--- config.mk ---
export PLATFORM = sky130hd
export DESIGN_NAME = lsu_mem_port
export DESIGN_NICKNAME = d
export VERILOG_FILES = /design/src/rtl/lsu_mem_port_pkg.sv /design/src/rtl/lsu_align.sv /design/src/rtl/lsu_mem_port.sv
export SDC_FILE = /design/constraint.sdc
export NUM_CORES = 1
export LEC_CHECK = 0
export CORE_UTILIZATION = 46
export DETAILED_ROUTE_END_ITERATION = 10
export GPL_TIMING_DRIVEN = 0
export PLACE_DENSITY = 0.82
export RECOVER_POWER = 50
export SYNTH_ARGS = -nofsm -noshare
export SYNTH_HDL_FRONTEND = slang
export SYNTH_SLANG_ARGS = --single-unit
--- constraint.sdc ---
create_clock -name clk -period 4.95 [get_ports clk]
set_input_delay 0.99 -clock clk [delete_from_list [all_inputs] [get_ports clk]]
set_output_delay 0.99 -clock clk [all_outputs]
set_load 0.02 [all_outputs]
--- src/rtl/lsu_mem_port_pkg.sv ---
// lsu_mem_port_pkg: shared types and funct3 constants for the load/store port.
package lsu_mem_port_pkg;

   typedef enum logic [1:0] {
      IDLE   = 2'b00,
      ACCESS = 2'b01,
      RESP   = 2'b10
   } lsu_state_t;

   typedef enum logic [1:0] {
      FAULT_NONE     = 2'b00,
      FAULT_MISALIGN = 2'b01,
      FAULT_ILLEGAL  = 2'b10,
      FAULT_TIMEOUT  = 2'b11
   } lsu_fault_t;

   localparam logic [2:0] F3_B  = 3'b000;
   localparam logic [2:0] F3_H  = 3'b001;
   localparam logic [2:0] F3_W  = 3'b010;
   localparam logic [2:0] F3_BU = 3'b100;
   localparam logic [2:0] F3_HU = 3'b101;

   function automatic logic f3_illegal(input logic we, input logic [2:0] f3);
      logic ill;
      if (we) ill = (f3 > F3_W);
      else    ill = (f3 == 3'b011) || (f3 == 3'b110) || (f3 == 3'b111);
      return ill;
   endfunction

endpackage

--- src/rtl/lsu_align.sv ---
// lsu_align: byte-lane enables, store replication, load extraction and access checks.
// Purely combinational; the caller chooses live or latched request fields.
module lsu_align
   import lsu_mem_port_pkg::*;
(
   input  logic        i_we,
   input  logic [2:0]  i_funct3,
   input  logic [1:0]  i_addr_lo,
   input  logic [31:0] i_wdata,
   input  logic [31:0] i_rdata,
   output logic [3:0]  o_be,
   output logic [31:0] o_wdata,
   output logic [31:0] o_ldata,
   output logic        o_misalign,
   output logic        o_illegal
);

   logic       w_ill;
   logic       w_mis;
   logic [7:0]  w_byte;
   logic [15:0] w_half;

   assign w_byte = i_rdata[{i_addr_lo, 3'b000} +: 8];
   assign w_half = i_rdata[{i_addr_lo[1], 4'b0000} +: 16];

   always_comb begin
      w_ill = f3_illegal(i_we, i_funct3);
      w_mis = 1'b0;
      if (!w_ill) begin
         unique case (i_funct3[1:0])
            2'b01:   w_mis = i_addr_lo[0];
            2'b10:   w_mis = |i_addr_lo;
            default: w_mis = 1'b0;
         endcase
      end
   end

   assign o_illegal  = w_ill;
   assign o_misalign = w_mis;

   always_comb begin
      o_be    = 4'b1111;
      o_wdata = i_wdata;
      if (i_we) begin
         unique case (i_funct3[1:0])
            2'b00: begin
               o_be    = 4'b0001 << i_addr_lo;
               o_wdata = {4{i_wdata[7:0]}};
            end
            2'b01: begin
               o_be    = 4'b0011 << {i_addr_lo[1], 1'b0};
               o_wdata = {2{i_wdata[15:0]}};
            end
            default: begin
               o_be    = 4'b1111;
               o_wdata = i_wdata;
            end
         endcase
      end
   end

   always_comb begin
      o_ldata = i_rdata;
      unique case (i_funct3)
         F3_B:    o_ldata = {{24{w_byte[7]}}, w_byte};
         F3_BU:   o_ldata = {24'h0, w_byte};
         F3_H:    o_ldata = {{16{w_half[15]}}, w_half};
         F3_HU:   o_ldata = {16'h0, w_half};
         default: o_ldata = i_rdata;
      endcase
   end

endmodule

--- src/rtl/lsu_mem_port.sv ---
// lsu_mem_port: single-transaction load/store port for the multicycle core.
// Latches the request, runs one handshaked bus access, returns extended load data.
module lsu_mem_port
   import lsu_mem_port_pkg::*;
#(
   parameter int ADDR_W  = 32,
   parameter int DATA_W  = 32,
   parameter int TIMEOUT = 255
) (
   input  logic              clk,
   input  logic              rst,
   input  logic              start,
   input  logic              we,
   input  logic [2:0]        funct3,
   input  logic [ADDR_W-1:0] addr,
   input  logic [DATA_W-1:0] wdata,
   output logic [DATA_W-1:0] rdata,
   output logic              busy,
   output logic              done,
   output logic [1:0]        fault,
   output logic              bus_req,
   output logic              bus_we,
   output logic [ADDR_W-1:0] bus_addr,
   output logic [DATA_W-1:0] bus_wdata,
   output logic [3:0]        bus_be,
   input  logic [DATA_W-1:0] bus_rdata,
   input  logic              bus_ack
);

   localparam int CNT_W = (TIMEOUT > 1) ? $clog2(TIMEOUT) : 1;
   localparam logic [CNT_W-1:0] CNT_LAST = CNT_W'(TIMEOUT - 1);

   lsu_state_t        r_state;
   lsu_state_t        w_next;
   lsu_fault_t        r_fault;
   logic [CNT_W-1:0]  r_cnt;
   logic              r_we;
   logic [2:0]        r_funct3;
   logic [1:0]        r_addr_lo;
   logic [ADDR_W-1:0] r_addr;
   logic [3:0]        r_be;
   logic [DATA_W-1:0] r_wdata;
   logic [DATA_W-1:0] r_rdata;

   logic              w_idle;
   logic              w_start;
   logic              w_we;
   logic [2:0]        w_f3;
   logic [1:0]        w_lo;
   logic [3:0]        w_be;
   logic [31:0]       w_wdata;
   logic [31:0]       w_ldata;
   logic              w_mis;
   logic              w_ill;
   logic              w_last;

   assign w_idle  = (r_state == IDLE);
   assign w_start = w_idle && start;
   assign w_last  = (r_cnt == CNT_LAST);

   // Checks use the live request in IDLE, extraction uses the latched one.
   assign w_we = w_idle ? we          : r_we;
   assign w_f3 = w_idle ? funct3      : r_funct3;
   assign w_lo = w_idle ? addr[1:0]   : r_addr_lo;

   lsu_align u_align (
      .i_we       (w_we),
      .i_funct3   (w_f3),
      .i_addr_lo  (w_lo),
      .i_wdata    (wdata),
      .i_rdata    (bus_rdata),
      .o_be       (w_be),
      .o_wdata    (w_wdata),
      .o_ldata    (w_ldata),
      .o_misalign (w_mis),
      .o_illegal  (w_ill)
   );

   always_ff @(posedge clk or posedge rst) begin
      if (rst) r_state <= IDLE;
      else     r_state <= w_next;
   end

   always_comb begin
      w_next = r_state;
      unique case (r_state)
         IDLE:    if (start) w_next = (w_mis || w_ill) ? RESP : ACCESS;
         ACCESS:  if (bus_ack || w_last) w_next = RESP;
         RESP:    w_next = IDLE;
         default: w_next = IDLE;
      endcase
   end

   always_ff @(posedge clk or posedge rst) begin
      if (rst) begin
         r_fault   <= FAULT_NONE;
         r_cnt     <= '0;
         r_we      <= 1'b0;
         r_funct3  <= 3'b000;
         r_addr_lo <= 2'b00;
         r_addr    <= '0;
         r_be      <= 4'b0000;
         r_wdata   <= '0;
         r_rdata   <= '0;
      end else if (w_start) begin
         r_we      <= we;
         r_funct3  <= funct3;
         r_addr_lo <= addr[1:0];
         r_addr    <= {addr[ADDR_W-1:2], 2'b00};
         r_be      <= w_be;
         r_wdata   <= w_wdata;
         r_cnt     <= '0;
         if (w_ill)      r_fault <= FAULT_ILLEGAL;
         else if (w_mis) r_fault <= FAULT_MISALIGN;
         else            r_fault <= FAULT_NONE;
      end else if (r_state == ACCESS) begin
         if (bus_ack) begin
            if (!r_we) r_rdata <= w_ldata;
            r_fault <= FAULT_NONE;
         end else if (w_last) begin
            r_fault <= FAULT_TIMEOUT;
         end else begin
            r_cnt <= r_cnt + CNT_W'(1);
         end
      end
   end

   // Request and status decode straight from state so reset drops them at once.
   assign bus_req   = (r_state == ACCESS);
   assign busy      = (r_state == ACCESS);
   assign done      = (r_state == RESP);
   assign fault     = r_fault;
   assign rdata     = r_rdata;
   assign bus_we    = r_we;
   assign bus_addr  = r_addr;
   assign bus_wdata = r_wdata;
   assign bus_be    = r_be;

endmodule

**M1 wires**

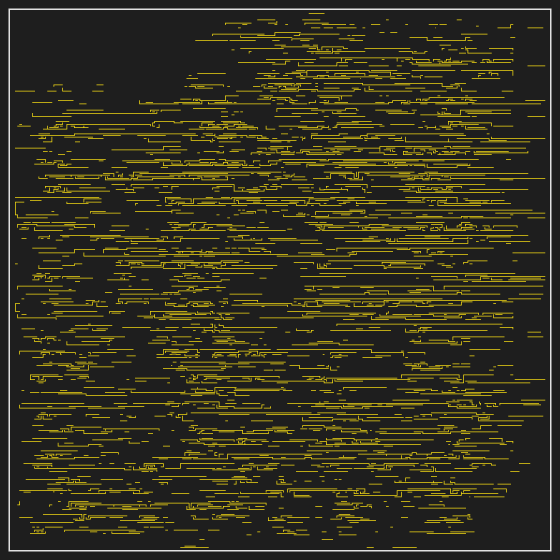
share of all routed wire = 40%
main direction = horizontal
total number of vias: 5,867
Post-Route WL: 19.87 mm
met1 Use GR: 37.07%

**Placed cells, one colour a class**

Fill, decap, tap and diode cells in grey.
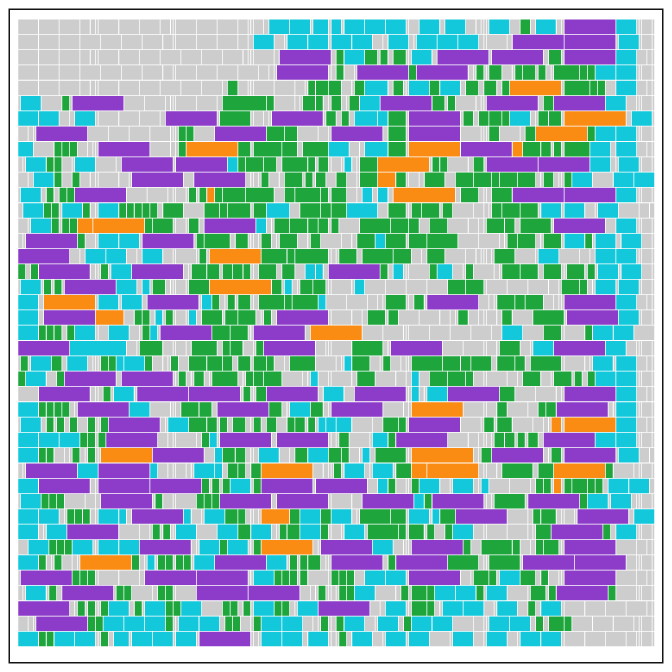
other buffers and delay cells -> cyan  # cells 257, share of their area 27%
clock drivers and dummy loads -> orange  # cells 30, share of their area 7.1%
flops -> purple  # cells 116, share of their area 33%
combinational and other logic -> green  # cells 476, share of their area 32%
core area: 12,620 um^2
row cnt: 41

==> out/qor.csv <==
stage,metric,value,unit
outcome,outcome,"finished, violations left",
outcome,violations,"max-capacitance violations, max-slew violations",
setup_path,cp.arrival,4.05,ns
setup_path,cp_cell_sequence,"clkdlybuf4s50_1, mux2_4, inv_2, buf_2, ha_1, clkbuf_1, clkbuf_1, o21ai_0, a211o_1, a21oi_2",
synthesis,top_cells_by_area,"dfrtp_1 (49%), nand2_1 (10%), nor2_1 (4.2%)",
global_route,grt_overflow_total,0,
synthesis,synthDistinctLibCells,61,
final_timing,setup_tns,0,ns
run,openroad.warnings,30,
power,power.leakage,3.931,nW
global_route,grt_max_degree,74,
final_timing,maxSlewHeadroom,-42.78,%
clock_tree,cts.clk_slew.worst_paths,0.05,ns
setup_path,path_common_cell,clkbuf_1,
setup_path,crit_type,input port to flop,
die,io_pins,210,
synthesis,netlist_area,5962,um^2
synthesis,edf_count,0,
synthesis,ys.flop_type,dfrtp_1,
setup_path,cp_top_family,buffers and inverters,
detailed_routing,drc,0,
synthesis,top_cells_by_count,"nand2_1 (165), dfrtp_1 (116), nor2_1 (67), a21oi_1 (31), a31oi_1 (22)",
clock_tree,cts_buffer_depth,2,
layout,area_growth,49.21,%
clock_tree,cts_made_buffers,17,
global_route,grt_usage,30.51,%
layout,layoutNonFillerInstCount,1051,
power,p_per_area,697.9,nW/um^2
final_timing,skew,0.006509,ns
power,power_frac_seq,27.0,%
clock_tree,h-tree-depth,4,
final_timing,period_minus_slack,3.709,ns
detailed_routing,drt_iter0_markers,471,
layout,seq_area,2903,um^2
setup_path,ff2ff_setup_slack,1.51,ns
power,ir_worst_vdd,517.9,uV
placed_design,portBuffers,207,
synthesis,syn_avg_cell_area,9.316,um^2
placed_design,dp_slack,0.8798,ns
synthesis,ys_async_sr_fraction,100.0,%
placed_design,routabilityCongestion,0.8784,
final_timing,rsz0062_at_grt,false,
die,chipArea,13420,um^2
power,p_int,3.607,mW
die,fp.dieH,115.8,um
final_timing,finalHoldViolCount,0,
synthesis,top_area_share,48.69,%
layout,insertedDiodeCount,0,
setup_path,crit_fanout,11,
synthesis,numSynthFlops,116,
synthesis,ys_seq_share,48.69,%
final_timing,worst_pin_slew,2.130,ns
synthesis,ys_warn_count,0,
clock_tree,cts-hold-fix-buffers,0,
clock_tree,root_buffer,clkbuf_16,
final_timing,finalClockPeriodUsage,74.93,%
min_path,min_path_type,flop to flop,
setup_path,slowest_delay,0.54,ns
run,max_cap_viol_count,1,
layout,fin_nets,978,
setup_path,critical_path.slowest_cell,clkbuf_1,
clock_tree,post-cts-setup-buffer-count,0,
clock_tree,tritoncts,built,
power,p_sw_share,41.90,%
setup_path,end_kind,flop,
global_route,grt_pass1_vias,5935,
placed_design,hpwl,14.40,mm
setup_path,cp_num_buf_inv,5,
layout,fillers,955,
detailed_routing,firstDrtPassIters,7,
clock_tree,cts_resized,0,
final_timing,finalSetupViolations,0,
setup_path,start_kind,input port,
layout,combGateArea,2771,um^2
detailed_routing,via_per_inst,5.582,
synthesis,yosysTopAreaCell,dfrtp_1,
power,p_switching,2.602,mW
die,die_x,115.8,um
detailed_routing,wire_per_inst,18.90,um
detailed_routing,ant_nets,0,
global_route,antenna_found_initial,0,
synthesis,synth_cells,640,
synthesis,yosys_cells,640,
final_timing,slew_viol_final,44,
power,power_frac_comb,52.2,%
global_route,grt_pass1_wl,30.67,mm
final_timing,setup_slack,1.241,ns
synthesis,synth_top_cell_by_count,nand2_1,
setup_path,required,5.29,ns
power,clockPowerShare,20.8,%
die,initCoreUtil,47.24,%
final_timing,fmax,269.6,MHz
layout,drive_gt1_share,12.17,%
clock_tree,clock_latency,0.42,ns
synthesis,synth_chip_area,5962,um^2
placed_design,dp.cells,1021,
clock_tree,clock_sinks,116,
**Wire density map**

Bar = 20 um. 23 x 23 tiles, from dark blue (low) to red (high), scaled to the fullest tile. Values are wire area over tile area, all layers added.
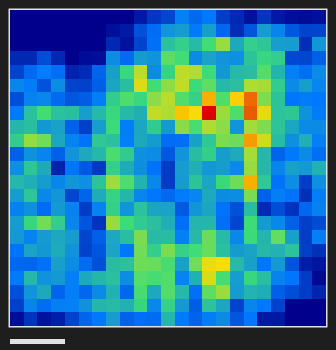
tiles over half the peak = 15%
nearly empty tiles = 5.9%
emptiest ninth of the die = upper left

path summary, 6_finish.rpt:
check,from,to,cells past startpoint
setup / recovery,funct3[1],rdata[5],10
min in group asynchronous,rst,bus_addr[9],2
max in group asynchronous,rst,rdata[8],3
hold reg to reg,bus_addr[9],bus_addr[9],2
setup reg to reg,r_state[1],rdata[5],10
hold / removal,bus_addr[9],bus_addr[9],2
worst register-to-register path, cell delays in order (launching register included):
cell and delay (ns):
dfrtp_1 0.42, nor2_4 0.32, mux2_4 0.41, inv_2 0.10
buf_2 0.27, ha_1 0.19, clkbuf_1 0.54, clkbuf_1 0.49
o21ai_0 0.19, a211o_1 0.33, a21oi_2 0.13
flip-flops by register name, indices dropped and copies added (netlist names):
name and count:
bus_addr 30, bus_be 4, r_cnt 8, r_state 2, bus_we 1, r_funct3 3
fault 2, r_addr_lo 2, bus_wdata 32, rdata 32
kinds of logic (layout without fill, tap and decap cells):
logic type / count (synthesis) / in the layout / share of synthesized area (%)
simple gates: 272 / 272 / 19.12
compound gates: 170 / 170 / 22.73
flops: 116 / 116 / 48.69
buf+inv: 56 / 294 / 4.890
mux: 13 / 13 / 2.371
fa+ha+maj: 6 / 6 / 1.259
xor+xnor: 6 / 6 / 0.8814
other cells: 1 / 2 / 0.06290
routing by layer:
layer | share of wire [%] | up-vias | track usage (%)
met5 | 0 | - | 0
met4 | 2.5 | 0 | 13.33
met3 | 8.9 | 39 | 9.362
met2 | 48 | 314 | 50.12
met1 | 40 | 2811 | 37.07
li1 | - | 2703 | -
cell type report:
cell class                 instances  area share (%)
sequential                       116           32.63
clock buffer                      21           5.176
tap                              172           2.419
timing repair buffer             208           23.60
clock inverter                     9           1.730
buffer                            49           2.982
multi-input combinational        469           31.15
inverter                           7          0.3094
power by group through the flow:
| stage | Combinational, mW | Clock [mW] | Sequential [mW] |
|---|---|---|---|
| 4_1_cts | 3.29 | 1.30 | 1.68 |
| 3_5_place_dp | 3.26 | 0 | 1.69 |
| 2_1_floorplan | 1.38 | 0 | 2.16 |
| 5_1_grt | 3.48 | 1.34 | 1.73 |
| 6_report | 3.24 | 1.29 | 1.68 |
| 3_3_place_gp | 3.17 | 0 | 1.66 |
cells in the final DEF (no fill, tap or decap), types with 6 or more instances in the layout:
master           instances
nand3_1                 14
mux2i_1                  9
nor2_1                  67
a221oi_2                16
clkbuf_16               17
o31ai_1                 16
clkbuf_1                23
dfrtp_1                116
ha_1                     6
nand2_1                165
o21ai_0                 16
a31oi_1                 22
clkdlybuf4s50_1        170
a21oi_2                 16
dlygate4sd3_1           37
buf_2                   14
a22o_1                  16
a221oi_1                 7
a211o_1                  7
a21oi_1                 31
per-stage QoR:
stage          hold WS (ns)  total power [mW]  util (%)  cell area, um^2
2_1_floorplan        0.4417             3.535         -             5966
3_5_place_dp         0.4610             4.943     65.64             8283
3_3_place_gp         0.4543             4.839     65.40             8253
6_report             0.4659             6.209     70.49             8896
5_1_grt              0.4845             6.546     70.49             8896
4_1_cts              0.4751             6.271     70.50             8897
Power and IR drop assume default switching activity.
